==> src/rtl/pipe_pkg.sv <==
// ============================================================================
// Module : pipe_pkg
// Brief  : Shared types and constants for pipeline-stage registers.
// Rev    : 1.0 - initial release
// ============================================================================
`default_nettype none

package pipe_pkg;

  localparam logic [31:0] NOP_INST_DEFAULT = 32'h6800_0000;

  typedef enum logic [1:0] {
    ST_EMPTY = 2'd0,
    ST_ONE   = 2'd1,
    ST_TWO   = 2'd2
  } pipe_state_e;

  // pc, alu, op2, inst and branch_pc are each DATA_W wide
  function automatic int payload_w(input int dw, input int cw, input int fw);
    return 5 * dw + cw + 1 + fw;
  endfunction

endpackage

`default_nettype wire

==> src/rtl/pipe_skid_buf.sv <==
// ============================================================================
// Module : pipe_skid_buf
// Brief  : Valid/ready holding register with optional skid slot and flush.
// Rev    : 1.0 - initial release
// ============================================================================
`default_nettype none

module pipe_skid_buf
  import pipe_pkg::*;
#(
  parameter int             W       = 8,
  parameter bit             SKID_EN = 1'b1,
  parameter logic [W-1:0]   RST_VAL = '0
) (
  input  logic         clk,
  input  logic         rst,
  input  logic         i_flush,
  input  logic         i_valid,
  input  logic [W-1:0] i_data,
  output logic         o_ready,
  input  logic         i_ready,
  output logic         o_valid,
  output logic [W-1:0] o_data,
  output logic [1:0]   o_occupancy
);

  pipe_state_e  r_state;
  pipe_state_e  w_state_nxt;
  logic [W-1:0] r_head;
  logic [W-1:0] r_skid;
  logic         w_accept;
  logic         w_pop;
  logic         w_load_head;
  logic         w_load_skid;
  logic         w_head_from_skid;

  assign o_valid = (r_state != ST_EMPTY);
  assign o_data  = r_head;

  generate
    if (SKID_EN) begin : g_skid_ready
      // Derived from state only, so no path from i_ready to o_ready
      assign o_ready = (r_state != ST_TWO);
    end else begin : g_bypass_ready
      assign o_ready = !o_valid || i_ready;
    end
  endgenerate

  assign w_accept = i_valid && o_ready && !i_flush;
  assign w_pop    = o_valid && i_ready;

  always_comb begin
    w_state_nxt      = r_state;
    w_load_head      = 1'b0;
    w_load_skid      = 1'b0;
    w_head_from_skid = 1'b0;
    case (r_state)
      ST_EMPTY: begin
        if (w_accept) begin
          w_state_nxt = ST_ONE;
          w_load_head = 1'b1;
        end
      end
      ST_ONE: begin
        if (w_accept && w_pop) begin
          w_load_head = 1'b1;
        end else if (w_accept) begin
          w_state_nxt = ST_TWO;
          w_load_skid = 1'b1;
        end else if (w_pop) begin
          w_state_nxt = ST_EMPTY;
        end
      end
      ST_TWO: begin
        if (w_pop) begin
          w_state_nxt      = ST_ONE;
          w_head_from_skid = 1'b1;
        end
      end
      default: w_state_nxt = ST_EMPTY;
    endcase
  end

  always_comb begin
    case (r_state)
      ST_ONE:  o_occupancy = 2'd1;
      ST_TWO:  o_occupancy = 2'd2;
      default: o_occupancy = 2'd0;
    endcase
  end

  always_ff @(posedge clk) begin
    if (rst || i_flush) begin
      r_state <= ST_EMPTY;
      r_head  <= RST_VAL;
      r_skid  <= RST_VAL;
    end else begin
      r_state <= w_state_nxt;
      if (w_load_head) begin
        r_head <= i_data;
      end else if (w_head_from_skid) begin
        r_head <= r_skid;
      end
      if (w_load_skid) begin
        r_skid <= i_data;
      end
    end
  end

endmodule

`default_nettype wire

==> src/rtl/ex_ma_pipe_reg.sv <==
// ============================================================================
// Module : ex_ma_pipe_reg
// Brief  : EX->MA pipeline register with handshake, stall, flush and skid.
// Rev    : 1.0 - initial release
// ============================================================================
`default_nettype none

module ex_ma_pipe_reg
  import pipe_pkg::*;
#(
  parameter int                DATA_W   = 32,
  parameter int                CTRL_W   = 22,
  parameter int                FLAG_W   = 4,
  parameter bit                SKID_EN  = 1'b1,
  parameter logic [DATA_W-1:0] NOP_INST = DATA_W'(NOP_INST_DEFAULT)
) (
  input  logic              clk,
  input  logic              rst,
  input  logic              flush,
  input  logic              valid_in,
  output logic              ready_out,
  input  logic [DATA_W-1:0] pc_in,
  input  logic [DATA_W-1:0] alu_in,
  input  logic [DATA_W-1:0] op2_in,
  input  logic [DATA_W-1:0] inst_in,
  input  logic [DATA_W-1:0] branch_pc_in,
  input  logic [CTRL_W-1:0] ctrl_in,
  input  logic              br_taken_in,
  input  logic [FLAG_W-1:0] flags_in,
  output logic              valid_out,
  input  logic              ready_in,
  output logic [DATA_W-1:0] pc_out,
  output logic [DATA_W-1:0] alu_out,
  output logic [DATA_W-1:0] op2_out,
  output logic [DATA_W-1:0] inst_out,
  output logic [DATA_W-1:0] branch_pc_out,
  output logic [CTRL_W-1:0] ctrl_out,
  output logic              br_taken_out,
  output logic [FLAG_W-1:0] flags_out,
  output logic [1:0]        occupancy
);

  localparam int c_PW = payload_w(DATA_W, CTRL_W, FLAG_W);

  // Reset/flush image: every field zero except the instruction slot
  localparam logic [c_PW-1:0] c_RST_VAL =
    {{(3 * DATA_W){1'b0}}, NOP_INST, {(DATA_W + CTRL_W + 1 + FLAG_W){1'b0}}};

  logic [c_PW-1:0]   w_pack_in;
  logic [c_PW-1:0]   w_pack_out;
  logic [CTRL_W-1:0] w_ctrl_head;
  logic              w_br_head;

  assign w_pack_in = {pc_in, alu_in, op2_in, inst_in, branch_pc_in,
                      ctrl_in, br_taken_in, flags_in};

  pipe_skid_buf #(
    .W       (c_PW),
    .SKID_EN (SKID_EN),
    .RST_VAL (c_RST_VAL)
  ) u_buf (
    .clk         (clk),
    .rst         (rst),
    .i_flush     (flush),
    .i_valid     (valid_in),
    .i_data      (w_pack_in),
    .o_ready     (ready_out),
    .i_ready     (ready_in),
    .o_valid     (valid_out),
    .o_data      (w_pack_out),
    .o_occupancy (occupancy)
  );

  assign {pc_out, alu_out, op2_out, inst_out, branch_pc_out,
          w_ctrl_head, w_br_head, flags_out} = w_pack_out;

  // MA must see a clean bubble whenever nothing is valid
  assign ctrl_out     = valid_out ? w_ctrl_head : '0;
  assign br_taken_out = valid_out & w_br_head;

endmodule

`default_nettype wire

==> config.mk <==
export PLATFORM = sky130hd
export DESIGN_NAME = ex_ma_pipe_reg
export DESIGN_NICKNAME = d
export VERILOG_FILES = /design/src/rtl/pipe_pkg.sv /design/src/rtl/pipe_skid_buf.sv /design/src/rtl/ex_ma_pipe_reg.sv
export SDC_FILE = /design/constraint.sdc
export NUM_CORES = 1
export LEC_CHECK = 0
export ABC_CLOCK_PERIOD_IN_PS = 1550
export CORE_ASPECT_RATIO = 2
export CORE_UTILIZATION = 41
export DETAILED_ROUTE_END_ITERATION = 10
export HOLD_SLACK_MARGIN = 0.1
export PLACE_DENSITY = 0.74
export SYNTH_ARGS = -nofsm -noshare
export SYNTH_HDL_FRONTEND = slang
export SYNTH_HIERARCHICAL = 1
export SYNTH_SLANG_ARGS = --single-unit
==> constraint.sdc <==
create_clock -name clk -period 1.55 [get_ports clk]
set_input_delay 0.2325 -clock clk [delete_from_list [all_inputs] [get_ports clk]]
set_output_delay 0.2325 -clock clk [all_outputs]
set_load 0.005 [all_outputs]
port_nets.png
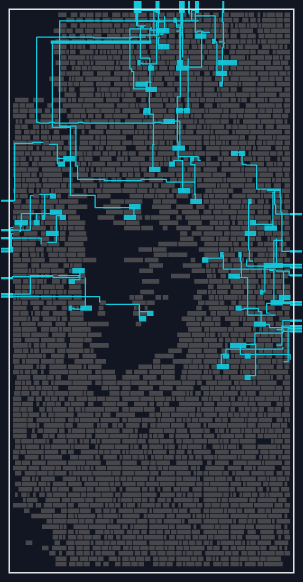
`pc_in` -> cyan  # bits 32, direction input, edge 13 north, 11 east, 8 west, end cells 64, buffers 32, wire 2330 µm
Port Buffers: 382
I/O pins: 383

met2.png
Cells faint in the background.
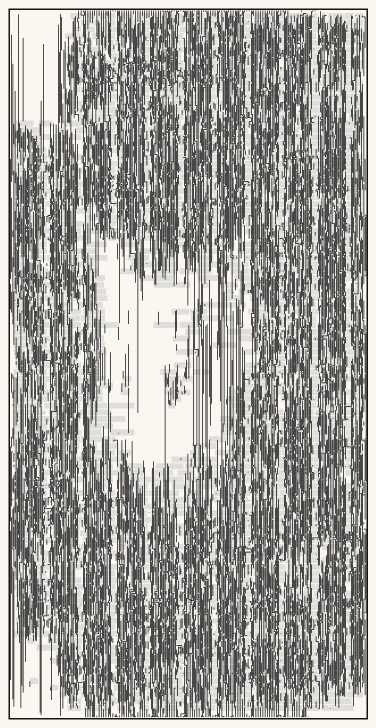
main direction = vertical
nets with wire on the layer = 2482
longest straight run = 76.2 µm

==> run notes <==
impl run done, here's what came out: outcome=finished, violations left, failing checks=negative setup slack, Final setup viols=406, largest fanout on the critical path=7, Most common cell on crit path=buf_6, number of DRC markers in iteration 0=2669, total track usage=36.3%, clock share of power=40.1%, Vias=21795, TritonCTS clock tree=built, RSZ-0062 raised after global routing=true, Fin. Hold Viols=0, Ys Warns=6, Worst slew margin=53.0%, max cap viols=0, most frequent cells in the layout=dfxtp_1, a21oi_1, clkdlybuf4s50_1, Die W=144 µm, fmax=395 MHz, WL/cell=37.2 µm, Insertion Delay late pin=540 ps, Worst Path Arrival=2880 ps, hold buffer count at cts=0, Psw=6.75 mW, Hold/Removal Path Class=input pin to register, placed inst area=0.0221 mm², grt total ovfl=0, Flop pwr share=40.9%, distinct lib cells=31, Chip Area, Yosys=0.0166 mm², crit path DRT=1900 ps, Crit path largest cell delay=610 ps, row count=104, Sink Count=376, Cell Area, Synth=0.0166 mm², Critical Path Source Type=register, Initial Utilization=41.5%, critical path, cell by cell=buf_6 > buf_6 > nor2b_4 > buf_12 > buf_12 > buf_16 > buf_6 > o211ai_2 > a21oi_1, initial antenna violation count=32, post-detail-place hpwl=38400 µm, Slew Viols, Final=0, DR DRC count=0, Slew @ Worst Pin=704 ps, final setup margin=-983 ps, ys flops=376, Min Hold Slack=299 ps, most frequent logic cell in the layout=dfxtp_1, Post-Syn Nets=1986, die area=0.0414 mm², dpl cells=2614, Final Non-Filler Cells=2972, peak supply drop=1.77 mV, P_int=17.5 mW, Synth Seq Share=45.3%, core area=0.0401 mm², Logic pwr share=19.0%, # H-tree levels=2, Post-Route WL=111000 µm, Tcrit/Tclk final=163%, Layout area overhead=96.3%, first-pass GRT wire length=114000 µm, Final Critical Period=2530 ps
final_placement.png
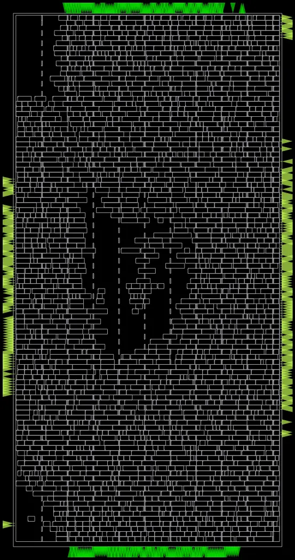
Util after Layout: 81.4%
Tap Count: 530
fillers: 1758
flip-flops: 376
Seq/total area: 23.5%

state kept, by name, summed over array words and instances (netlist names):
register,cells
u_buf/o_data,187
u_buf/r_skid,187
u_buf/r_state,2
stage by stage:
step / setup TNS, ps / power, mW
floorplan: -384 / 11.1
global placement: -153330 / 12.5
detailed placement: -161670 / 12.5
CTS: -88740 / 22.6
global route: -135910 / 24.6
finish: -130460 / 24.3
worst paths after layout:
| kind | start | endpoint | cells past startpoint |
|---|---|---|---|
| worst max register to register | u_buf/r_state[0]$_SDFFE_PP0P_ | u_buf/o_data[156]$_SDFFE_PP0P_ | 9 |
| worst min register to register | u_buf/r_skid[154]$_SDFFE_PP0P_ | u_buf/r_skid[154]$_SDFFE_PP0P_ | 2 |
| worst max-delay path | u_buf/r_state[0]$_SDFFE_PP0P_ | u_buf/o_data[156]$_SDFFE_PP0P_ | 9 |
| worst min-delay path | op2_in[3] | u_buf/r_skid[94]$_SDFFE_PP0P_ | 3 |
critical path: cells and delay by family (launching register included):
kind / cells / cell delay, ps
AOI/OAI and AO/OA: 2 / 800
buffers and inverters: 6 / 860
and+or+nand+nor: 1 / 210
DFF: 1 / 460
cells in the mapped netlist, drive strengths merged:
cell | count | area (µm²)
inv | 1 | 3.75
a22oi | 3 | 22.5
nand2b | 2 | 12.5
or3b | 2 | 20.0
o211ai | 184 | 2160
a32oi | 184 | 1610
buf | 109 | 672
clkbuf | 142 | 533
nor3b | 1 | 12.5
o21ai | 187 | 936
o21a | 1 | 7.51
nand2 | 1 | 3.75
mux2i | 4 | 40.0
a21oi | 370 | 1850
nand3 | 190 | 951
nor2 | 6 | 25.0
and2 | 23 | 165
nand3b | 2 | 15.0
and3b | 1 | 8.76
nor2b | 2 | 12.5
dfxtp | 376 | 7530
or2 | 2 | 12.5
a211oi | 1 | 7.51
layout make-up:
type                    count  area, µm²
clock inverters            10        178
well taps                 530        663
inverters                   1       3.75
repair buffers            812      12000
flip-flops and latches    376       7670
diodes                     22       55.1
clock buffers              52       1040
multi-input cells        1169      11000
fillers                  1758       7470
power groups by stage:
| stage | clock network, mW | logic [mW] | registers [mW] |
|---|---|---|---|
| finish | 9.73 | 4.62 | 9.92 |
| global route | 10.0 | 4.69 | 9.93 |
| CTS | 9.41 | 3.28 | 9.87 |
| detailed placement | 0 | 2.40 | 10.1 |
| global placement | 0 | 2.36 | 10.1 |
| floorplan | 0 | 1.04 | 10.1 |
kinds of logic (layout without fill, tap and decap cells):
group	Yosys count	after routing	synth area share (%)
AND-OR/OR-AND	930	930	39.7
buffers and inverters	252	875	7.28
flip-flops	376	376	45.3
multiplexers	4	4	0.241
other	0	22	0
AND/OR/NAND/NOR	232	235	7.46
repair_timing:
action / CTS / global route
pin swaps: 139 / 431
gates cloned: 89 / 59
setup endpoints to repair: 541 / 511
buffers inserted: 99 / 62
resized: 529 / 975
layer usage:
metal / vias up / wire length [µm] / global-route usage (%)
met3: 997 / 15000 / 10.0
li1: 8277 / - / -
met4: 38 / 12000 / 28.0
met5: - / 591 / 0
met2: 2215 / 49200 / 61.4
met1: 10268 / 33700 / 37.4
Power and IR drop assume default switching activity.
